File: src/rtl/phy_tx_serializer.sv
// rtl/phy_tx_serializer.sv - two-lane striping serializer, 32-bit words MSB-first, comma-filled idle frames
module phy_tx_serializer #(
  parameter logic [7:0] IDLE_BYTE   = 8'hBC,
  parameter int         IDLE_FRAMES = 1
) (
  input  logic        clk_32f,
  input  logic        reset,
  input  logic [31:0] data_in,
  input  logic        valid_in,
  output logic        ready_out,
  output logic        phy_tx_out_0,
  output logic        phy_tx_out_1,
  output logic        lane_active_0,
  output logic        lane_active_1
);

  localparam logic [31:0] IDLE_WORD = {4{IDLE_BYTE}};
  // idle_cnt counts the boundaries already passed; frame 0 is the reset-loaded idle frame
  localparam logic [3:0]  LOAD_CNT  = 4'(IDLE_FRAMES - 1);

  logic [4:0]       bit_cnt_q, bit_cnt_d;
  logic             sel_q, sel_d;
  logic [3:0]       idle_cnt_q, idle_cnt_d;
  logic [1:0][31:0] shift_q, shift_d;
  logic [1:0][31:0] hold_q, hold_d;
  logic [1:0]       active_q, active_d;
  logic [1:0]       hold_v_q, hold_v_d;
  logic             frame_end, load_ok, accept;

  assign ready_out     = ~hold_v_q[sel_q];
  assign accept        = valid_in & ready_out;
  assign frame_end     = (bit_cnt_q == 5'd31);
  assign load_ok       = (idle_cnt_q >= LOAD_CNT);

  assign phy_tx_out_0  = shift_q[0][31];
  assign phy_tx_out_1  = shift_q[1][31];
  assign lane_active_0 = active_q[0];
  assign lane_active_1 = active_q[1];

  always_comb begin
    bit_cnt_d  = bit_cnt_q + 5'd1;
    sel_d      = sel_q;
    idle_cnt_d = idle_cnt_q;
    shift_d    = shift_q;
    hold_d     = hold_q;
    active_d   = active_q;
    hold_v_d   = hold_v_q;

    if (frame_end && idle_cnt_q != 4'd15) begin
      idle_cnt_d = idle_cnt_q + 4'd1;
    end

    for (int l = 0; l < 2; l++) begin
      if (!frame_end) begin
        shift_d[l] = {shift_q[l][30:0], 1'b0};
      end else if (load_ok && hold_v_q[l]) begin
        shift_d[l]  = hold_q[l];
        active_d[l] = 1'b1;
        hold_v_d[l] = 1'b0;
      end else begin
        shift_d[l]  = IDLE_WORD;
        active_d[l] = 1'b0;
      end
    end

    // accept targets an empty slot, drain an occupied one, so they never collide
    if (accept) begin
      hold_d[sel_q]   = data_in;
      hold_v_d[sel_q] = 1'b1;
      sel_d           = ~sel_q;
    end
  end

  always_ff @(posedge clk_32f or posedge reset) begin
    if (reset) begin
      bit_cnt_q  <= 5'd0;
      sel_q      <= 1'b0;
      idle_cnt_q <= 4'd0;
      shift_q    <= {IDLE_WORD, IDLE_WORD};
      hold_q     <= '0;
      active_q   <= 2'b00;
      hold_v_q   <= 2'b00;
    end else begin
      bit_cnt_q  <= bit_cnt_d;
      sel_q      <= sel_d;
      idle_cnt_q <= idle_cnt_d;
      shift_q    <= shift_d;
      hold_q     <= hold_d;
      active_q   <= active_d;
      hold_v_q   <= hold_v_d;
    end
  end

endmodule

File: config.mk
export PLATFORM = sky130hd
export DESIGN_NAME = phy_tx_serializer
export DESIGN_NICKNAME = d
export VERILOG_FILES = /design/src/rtl/phy_tx_serializer.sv
export SDC_FILE = /design/constraint.sdc
export NUM_CORES = 1
export LEC_CHECK = 0
export CAP_MARGIN = 5
export CORE_AREA = 2 2 100 112
export CTS_CLUSTER_SIZE = 20
export DETAILED_ROUTE_END_ITERATION = 10
export DIE_AREA = 0 0 102 114
export PLACE_DENSITY = 0.69
export SYNTH_ARGS = -nofsm -noshare
export SYNTH_HDL_FRONTEND = slang
export SYNTH_SLANG_ARGS = --single-unit
File: constraint.sdc
create_clock -name clk_32f -period 8.99 [get_ports clk_32f]
set_input_delay 1.798 -clock clk_32f [delete_from_list [all_inputs] [get_ports clk_32f]]
set_output_delay 1.798 -clock clk_32f [all_outputs]
set_load 0.02 [all_outputs]
**Run 1: clock wiring as the flow saved it**

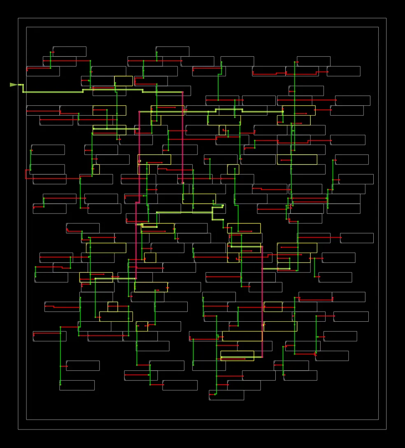
clkbuf count: 19
worst skew pair latency: 0.41 ns
Clk. pwr: 741 uW

**Run 1: the metal 2 layer**

(3 px per um) Cells faint in the background.
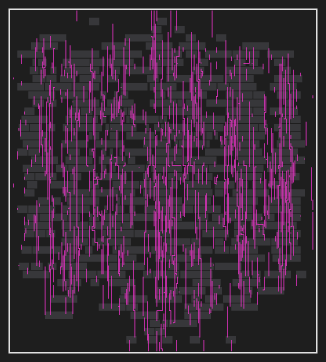
main direction: vertical
share of all routed wire: 47%
wire length on this layer: 4360 um
longest straight run: 43.7 um
final wirelength: 9.23 mm
GR Util met2: 26.3%

==> impl_metrics.json, run 1 <==
{
  "final_antenna_net_count": 0,
  "max_freq_mhz": 254,
  "numCtsBuffers": 17,
  "drt-wirelength-per-cell_um": 17.0,
  "drive_above_1_share_pct": 35.2,
  "stdcell_count": 542,
  "cp_cell_sequence": "mux2i_1 -> clkdlybuf4s50_1",
  "hold_start": "bit_cnt_q[0]$_DFF_PP0_",
  "cts_tree": "built",
  "largest_register_ff_count": 64,
  "outcome": "completed",
  "cp_num_cells": 2,
  "logic_family": "multiplexers",
  "dp.cells": 510,
  "gp_congestion": 0.712,
  "grt_overflow": 0,
  "fp.coreArea_um2": 10600,
  "critical_path_class": "register to output port",
  "final_nets": 419,
  "warning_count": 26,
  "power-per-cell-area_nw_per_um2": 298,
  "critical_path.endpoint": "ready_out",
  "place_area_um2": 5640,
  "top_cell": "dfrtp_1",
  "signal_buffers": 42,
  "enable_flop_cells": 0,
  "htreeDepth": 4,
  "stdcell_area_um2": 6280
}
**Run 1: I/O pins on the die edge**

(2 px per um) Pins as bars across the die edge, other pins in gray.
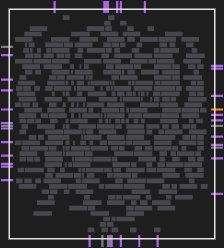
[data_in] purple | pins: 32 | direction: input | edge: 11 left, 9 right, 7 top, 5 bottom
[lane_active_1] orange | pins: 1 | direction: output | edge: right
all pins by edge: 13 left, 12 right, 8 bottom, 7 top
PortBufs: 39
die y size: 114 um
die width: 102 um

**Run 1: clock wires, drivers and flops**

(4 px per um)
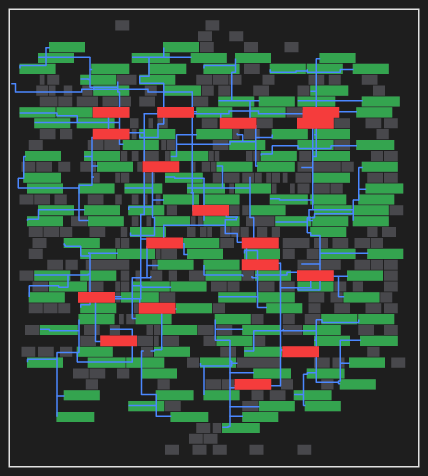
[cells driving clock nets] red | count: 17
[flip-flops] green | count: 138
[clock wires] blue | length: 1510 um
flops lie: widely spread
routed clock nets: 18
Setup Skew: 0.00725 ns
clock share of power: 39.6%

**Run 1: cells colored by class**

(3 px per um) Fill, decap, tap and diode cells in gray.
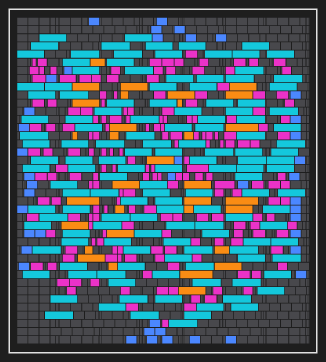

==> inputs of run 2 (changes only) <==
--- a/config.mk
+++ b/config.mk
@@ -10,7 +10,7 @@
 export CTS_CLUSTER_SIZE = 20
 export DETAILED_ROUTE_END_ITERATION = 10
 export DIE_AREA = 0 0 102 114
-export PLACE_DENSITY = 0.69
+export PLACE_DENSITY = 0.72
 export SYNTH_ARGS = -nofsm -noshare
 export SYNTH_HDL_FRONTEND = slang
 export SYNTH_SLANG_ARGS = --single-unit
==> constraint.sdc (replaced) <==
create_clock -name clk_32f -period 3.2 [get_ports clk_32f]
set_input_delay 0.64 -clock clk_32f [delete_from_list [all_inputs] [get_ports clk_32f]]
set_output_delay 0.64 -clock clk_32f [all_outputs]
set_load 0.02 [all_outputs]
**Run 2: cells colored by class**

(3 px per um) Fill, decap, tap and diode cells in gray.
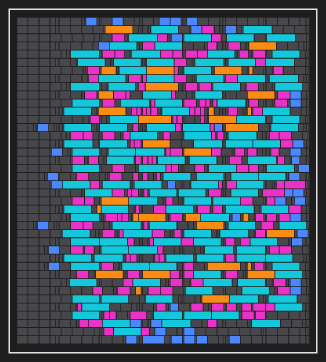
[other buffers and delay cells] blue | cells: 46 | share of their area: 7.4%
[all other logic] magenta | cells: 183 | share of their area: 25%
[flip-flops] cyan | cells: 138 | share of their area: 57%
[clock drivers and dummy loads] orange | cells: 32 | share of their area: 10%
CORE AREA: 10600 um2
register fraction of the total cell area: 55.6%
cell row count: 40

**Run 2: clock wiring as the flow saved it**

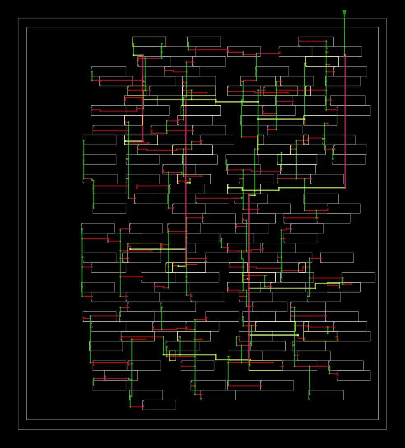
Setup Skew: 0.00595 ns
clk sinks: 138

==> run 2 against run 1 <==
Critical path depth stayed put; first-iteration DRC count is 43% higher; via count is 3.1% higher; setup slack worse by 4.2 ns; highest routed layer unchanged.
==> impl_metrics.json, run 2 <==
{
  "final_nets": 423,
  "signal_buffers": 46,
  "fillCellCount": 849,
  "drt_wl_total_mm": 9.39,
  "gp_congestion": 0.703,
  "grt_use_met1_pct": 23.2,
  "numCtsBuffers": 17,
  "cp_num_cells": 2,
  "drt_iter0_markers": 172,
  "final_antenna_net_count": 0,
  "max_freq_mhz": 418,
  "cp_cell_sequence": "mux2i_1 -> clkdlybuf4s50_1",
  "fin_ws_ns": 0.806,
  "stdcell_area_um2": 6310,
  "hold_start": "bit_cnt_q[0]$_DFF_PP0_",
  "grtUsageMet2_pct": 28.0,
  "clock_latency_ns": 0.42,
  "stdcell_count": 546,
  "cts_tree": "built",
  "dp.cells": 514,
  "top_cell": "dfrtp_1",
  "tns_ns": 0,
  "outcome": "completed",
  "pg_clk_uw": 2040,
  "power-per-cell-area_nw_per_um2": 830,
  "critical_path.endpoint": "ready_out",
  "ys_seq_share_pct": 67.8,
  "drive_above_1_share_pct": 34.8,
  "logic_family": "multiplexers",
  "warning_count": 28,
  "largest_registers": "hold_q: 64 flops, shift_q: 62 flops, bit_cnt_q: 5 flops",
  "finalMaxSlewViolations": 0,
  "die-height_um": 114,
  "clock_buffers": 24,
  "ir_drop_uv": 392,
  "place_area_um2": 5680,
  "critical_path_class": "register to output port",
  "grt_overflow": 0,
  "enable_flop_cells": 0,
  "largest_register_ff_count": 64,
  "chipWidth_um": 102,
  "via_count": 2895
}
Power figures rest on the tool's default switching activity, not on a simulated workload.
